**Run 1: signal wires by layer**

Scale bar: 100 um. Two of the layers only.
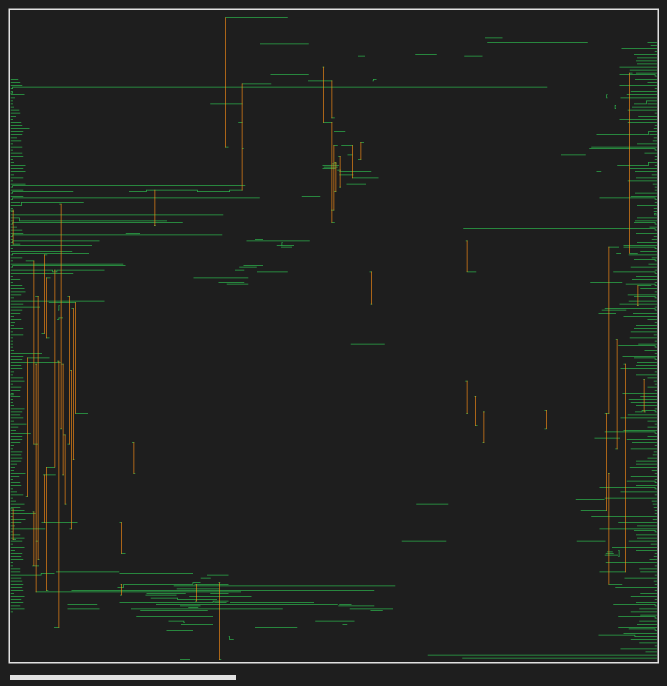
**Run 1: wire density map**

29 x 29 tiles, from white (low) to dark blue (high), scaled to the fullest tile. Values are wire area over tile area, all layers added.
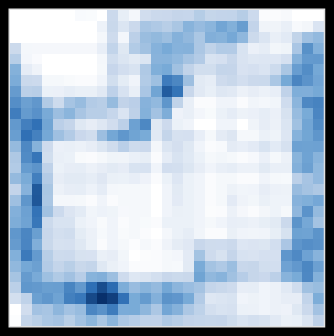
**Run 1: cells colored by class**

Scale bar: 100 um. Fill, decap, tap and diode cells in gray.
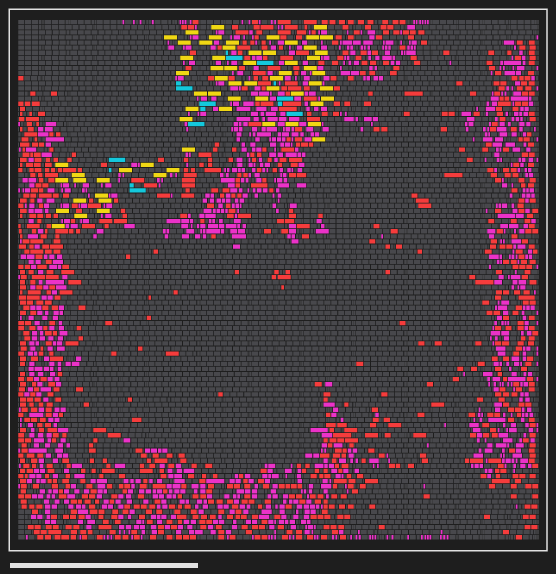
**Run 1: routing congestion map**

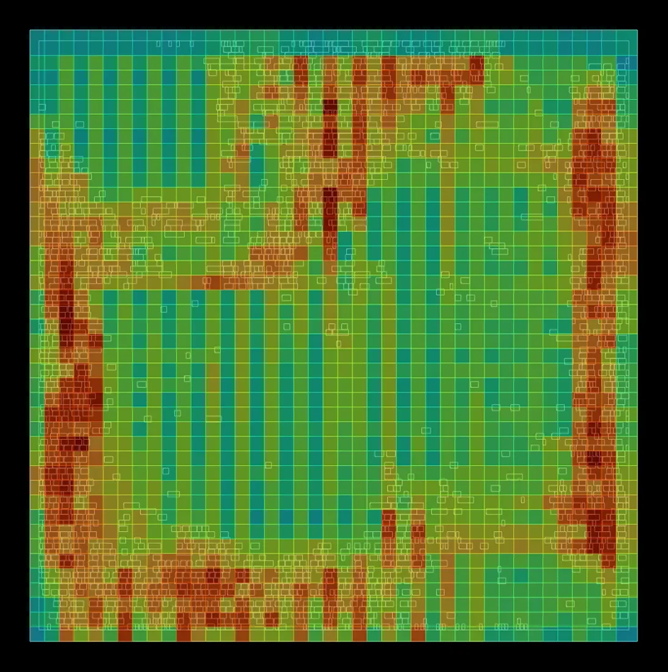
Design btb_lookup, sky130hd; sources not shown.
==> summary.txt, run 1 <==
internal power - 1710 uW
# resized after CTS - 424
Max-Cap Viols - 0
final setup TNS - -20.73 ns
vias per cell - 4.15
crit path kind - in2out
Setup Fix Bufs, Post-CTS - 75
Max Slew Vio Count - 0
Post-CTS Hold Fix Bufs - 0
nets - 2728
Reg clk slew, reported paths - 0.06 ns
area grow syn2layout - 117%
largest net degree at the start of global routing - 50
post-route setup slack - -0.809 ns
Pwr Density - 127 nW/um2
CP startpoint kind - primary input
status - complete, but fails checks
CTS buffer count - 9
CP endpoint kind - primary output
post-DP HPWL - 67.8 mm
most numerous logic cell after layout - clkdlybuf4s50_1
Cells after Synth - 1306
post-route clock period utilization - 117%
I/O Pins - 735
clock tree buffer depth - 2
vias in the first global route - 13.5k
antenna violations before repair - 24
synthesized area per cell - 7.63 um2
most frequent cells in the layout - clkdlybuf4s50_1, buf_4, xnor2_1, xor2_1, conb_1
Fin. Hold Viols - 0
maximum vdd ir drop - 0.152 mV
DRC Markers - 0
Hold Crit Depth - 2
FMAX - 182 MHz
First-pass DRT Iterations - 5
RSZ-0062 raised after global routing - yes
TritonCTS clock tree - done
worst min path class - reg2reg
Core Rows - 102
Root Buffer - clkbuf_16
chip area - 82400 um2
Vert. Die Dim - 288 um
port bufs - 630
sw power - 1020 uW
Slew headroom - 49.5%
clock share of power - 22.8%
Worst Path Arrival - 4.57 ns
Worst R2R Setup Slack - 3.97 ns
first-pass GRT wire length - 105 mm
CP Max Fanout - 4
crit path DRT - 3.76 ns
Gate power share - 56.0%
Overflow after GRT - 0
worst r2r path cells - 2
skew final - 0.00732 ns
layout cells sized above 1 - 28.2%
sw frac - 37.3%
Flop pwr share - 21.2%
FP Core Util - 12.9%
# H-tree levels - 3
tool warnings - 37
die x size - 286 um
Lkg Pwr - 0.00889 uW
final setup fails - 32
Placed Instance Area - 19100 um2
Worst Max-Slew Pin Slew - 0.757 ns
Final min period - 5.51 ns
Post-DRT Antenna Nets - 0
Synth Warn # - 6
CTS Sinks - 66
clk_lat worst skew - 0.34 ns
Mapped Area - 9970 um2
Initial DRC Count - 714
failing checks - setup timing
## Picture notes: 'signal wires by layer'
Key: orange = met4 [wire length 2020 um]; green = met3 [wire length 5560 um]
routed via count: 13.3k
final WL: 81.6 mm
GR Util All Layers: 18.8%
mean routed wirelength per cell: 25.4 um

## Picture notes: 'wire density map'
The fullest tile reaches 0.64. 14% of the tiles are over half the peak. The densest ninth of the die: bottom left. 5.7% of the tiles are nearly empty. The mean over all tiles is 0.16.

## Picture notes: 'cells colored by class'
Key: cyan = clock drivers and dummy loads [cells 16]; yellow = flops [cells 66]; red = other buffers and delay cells [cells 947]; magenta = all other logic [cells 1131]
final instance area: 21600 um2
Core ar.: 77100 um2
sequential share of cell area: 6.12%

## Picture notes: 'routing congestion map'
met3 Track Usage GR: 4.26%
GRT busiest layer: met2
final core utilization: 28.0%
routing usage on met1: 22.3%
met2 GRT Util: 32.5%

==> run 1: layer usage <==
metal / global-route usage (%) / vias up / wire, um
met2: 32.5 / 661 / 40000
met3: 4.26 / 104 / 5560
met1: 22.3 / 6407 / 34000
met4: 4.21 / 0 / 2020
li1: - / 6141 / -
met5: - / - / 0
==> run 1: final cells by class <==
cell class,count,area (um2)
Tap cell,1040,1300
Antenna cell,11,27.5
Clock buffer,10,229
Multi-Input combinational cell,1094,8590
Fill cell,8294,55500
Timing Repair Buffer,947,9950
Sequential cell,66,1320
Inverter,37,139
Clock inverter,6,42.5
==> run 1: power groups by stage <==
stage                     Sequential [uW]  Combinational, uW  Clock, uW
final                                 579               1530        623
after global routing                  581               1590        669
after CTS                             579               1500        639
after detailed placement              592               1420          0
after global placement                591               1420          0
after floorplan                       598                623          0
==> run 1: per-stage QoR <==
stage / instances / worst slack, ns / total power (uW) / hold WS [ns] / util, %
floorplan: 1401 / -0.408 / 1220 / 0.434 / -
global placement: 3086 / -1.80 / 2010 / 0.451 / 24.7
detailed placement: 3086 / -1.76 / 2010 / 0.457 / 24.7
CTS: 3181 / -0.734 / 2710 / 0.470 / 27.2
global route: 3209 / -0.865 / 2840 / 0.488 / 28.0
finish: 3211 / -0.809 / 2730 / 0.469 / 28.0
==> run 1: critical path: stages <==
cell and delay, ns:
buf_2 0.15, buf_8 0.16, xor2_1 0.14, nor4_1 0.28, nand4_1 0.30, or4_4 0.63
o22a_1 0.22, o211ai_1 0.16, o221ai_4 0.18, and2_4 0.21, or3_1 0.35, or4_1 0.40
o211ai_1 0.11, buf_4 0.18, buf_12 0.14
**Run 1: signal wires on met1**

Scale bar: 100 um.
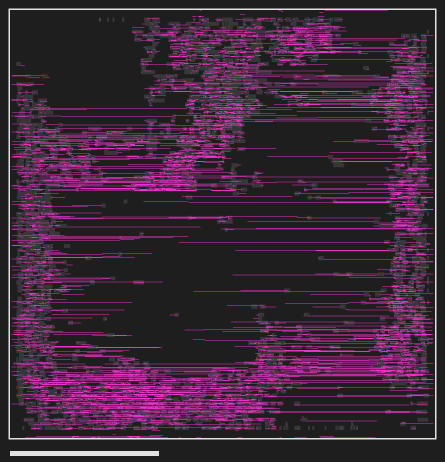

==> run 2: changes to the inputs <==
Settings changed: SETUP_SLACK_MARGIN set to 0.3.
**Run 2: signal wires on met1**

Scale bar: 100 um.
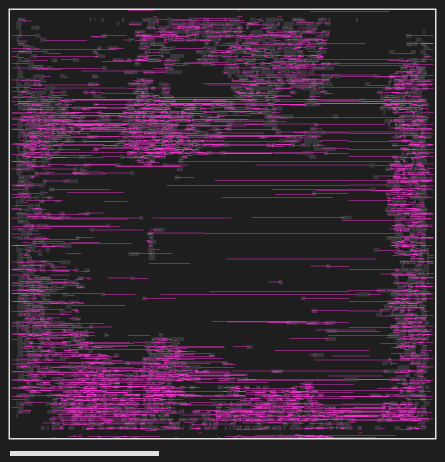
The wires run mostly horizontal. The layer carries 31.5 mm of wire.
routing usage on met1: 20.5%
final WL: 80.7 mm
routed via count: 13.4k

==> run 2 against run 1 <==
Against the previous run: the flow still finishes with violations (setup timing); clock skew decreased by 0.0040 ns; area after synthesis unchanged; wire length down 1.1%; synthesized cell count unchanged; register-to-register slack gained 0.02 ns; sequential share of layout area hardly changed; combinational power about the same; sequential power barely moved; first-iteration DRC count up 11%.
==> summary.txt, run 2 <==
I/O Pins - 735
Worst R2R Setup Slack - 3.99 ns
first-pass GRT wire length - 103 mm
Top delay family on crit path - simple AND/OR/NAND/NOR gates
maximum vdd ir drop - 0.184 mV
antenna violations before repair - 10
Max Slew Vio Count - 0
area grow syn2layout - 118%
Lkg Pwr - 0.00882 uW
CP Max Fanout - 7
Max-Cap Viols - 0
worst path cell trace - buf_6 > buf_6 > buf_8 > buf_4 > xor2_1 > nor4_1 > nand4_1 > buf_4 > or3_4 > and3_4 > o211ai_1 > o221ai_2 > and2_4 > or3_1 > or4_1 > o211ai_1 > clkbuf_16
Vert. Die Dim - 288 um
Initial DRC Count - 796
worst r2r path cells - 2
CTS buffer count - 9
CP endpoint kind - primary output
final instance area - 21700 um2
tool warnings - 37
CP max stage cell - or4_1
Post-CTS Hold Fix Bufs - 0
synthesized area per cell - 7.63 um2
First-pass DRT Iterations - 5
failing checks - setup timing
nets - 2727
Mapped Area - 9970 um2
CTS Sinks - 66
Cells after Synth - 1306
# H-tree levels - 3
Placed Instance Area - 19300 um2
crit path DRT - 3.76 ns
final setup fails - 32
die x size - 286 um
post-route setup slack - -0.835 ns
Flop pwr share - 20.5%
vias per cell - 4.17
Pwr Density - 130 nW/um2
CP Depth - 17
TritonCTS clock tree - done
FMAX - 181 MHz
Overflow after GRT - 0
FP Core Util - 12.9%
most numerous logic cell after layout - clkdlybuf4s50_1
vias in the first global route - 13.3k
sw power - 982 uW
worst min path class - reg2reg
highest routed layer - met4
Slew headroom - 43.2%
post-route clock period utilization - 118%
Fin. Hold Viols - 0
Reg clk slew, reported paths - 0.06 ns
Final min period - 5.54 ns
status - complete, but fails checks
chip area - 82400 um2
Gate power share - 53.0%
Core Rows - 102
Post-DRT Antenna Nets - 0
CP startpoint kind - primary input
Hold Crit Depth - 2
Worst Max-Slew Pin Slew - 0.851 ns
largest net degree at the start of global routing - 66
skew final - 0.00328 ns
Core ar. - 77100 um2
Synth Warn # - 6
Worst Path Arrival - 4.60 ns
## run 2: cell types whose count changed in the layout (fill, tap and decap cells not counted), sizes merged
cell | previous run | this run
clkinvlp | 2 | 0
clkdlybuf4s50 | 506 | 537
buf | 375 | 352
diode | 11 | 3
clkbuf | 15 | 25
dlymetal6s2s | 5 | 4
clkinv | 3 | 0
bufbuf | 0 | 1
bufinv | 0 | 2
dlygate4sd2 | 43 | 22
clkdlybuf4s15 | 13 | 18
## run 2: repair_timing
action	CTS	global route
cloned	3	6
pin swaps	57	64
resized	213	177
setup endpoints to repair	66	61
endpoints found under the hold margin	0	0
buffers inserted	30	53
## run 2: layer usage
metal,global-route usage (%),up-vias
li1,-,6131
met1,20.5,6398
met2,33.3,722
met3,3.62,104
met4,5.07,0
met5,-,-
## run 2: stage by stage
stage / std cells / total power, uW / hold WS [ns] / worst slack [ns]
floorplan: 1401 / 1240 / 0.434 / -0.407
global placement: 3091 / 2020 / 0.446 / -1.93
detailed placement: 3091 / 2020 / 0.451 / -1.94
CTS: 3140 / 2810 / 0.461 / -0.937
global route: 3202 / 2930 / 0.479 / -0.904
finish: 3202 / 2820 / 0.461 / -0.835
## run 2: worst register-to-register path, stage by stage (launching register included)
cell	delay (ns)
dfxtp_1	0.32
o21ai_0	0.08
a211oi_1	0.22
## run 2: area by class of cell
cell class                      count  area [um2]
Sequential cell                    66        1320
Multi-Input combinational cell   1094        8700
Inverter                           37         139
Fill cell                        8298       55400
Clock buffer                       13         270
Timing Repair Buffer              946        9920
Clock inverter                      3        68.8
Antenna cell                        3        7.51
Tap cell                         1040        1300
## run 2: power groups by stage
stage                     logic [uW]  registers [uW]  clock network (uW)
final                           1500             579                 745
after global routing            1560             580                 791
after CTS                       1470             579                 760
after detailed placement        1430             591                   0
after global placement          1430             591                   0
after floorplan                  637             598                   0
Power is estimated from default activity; no workload was simulated.
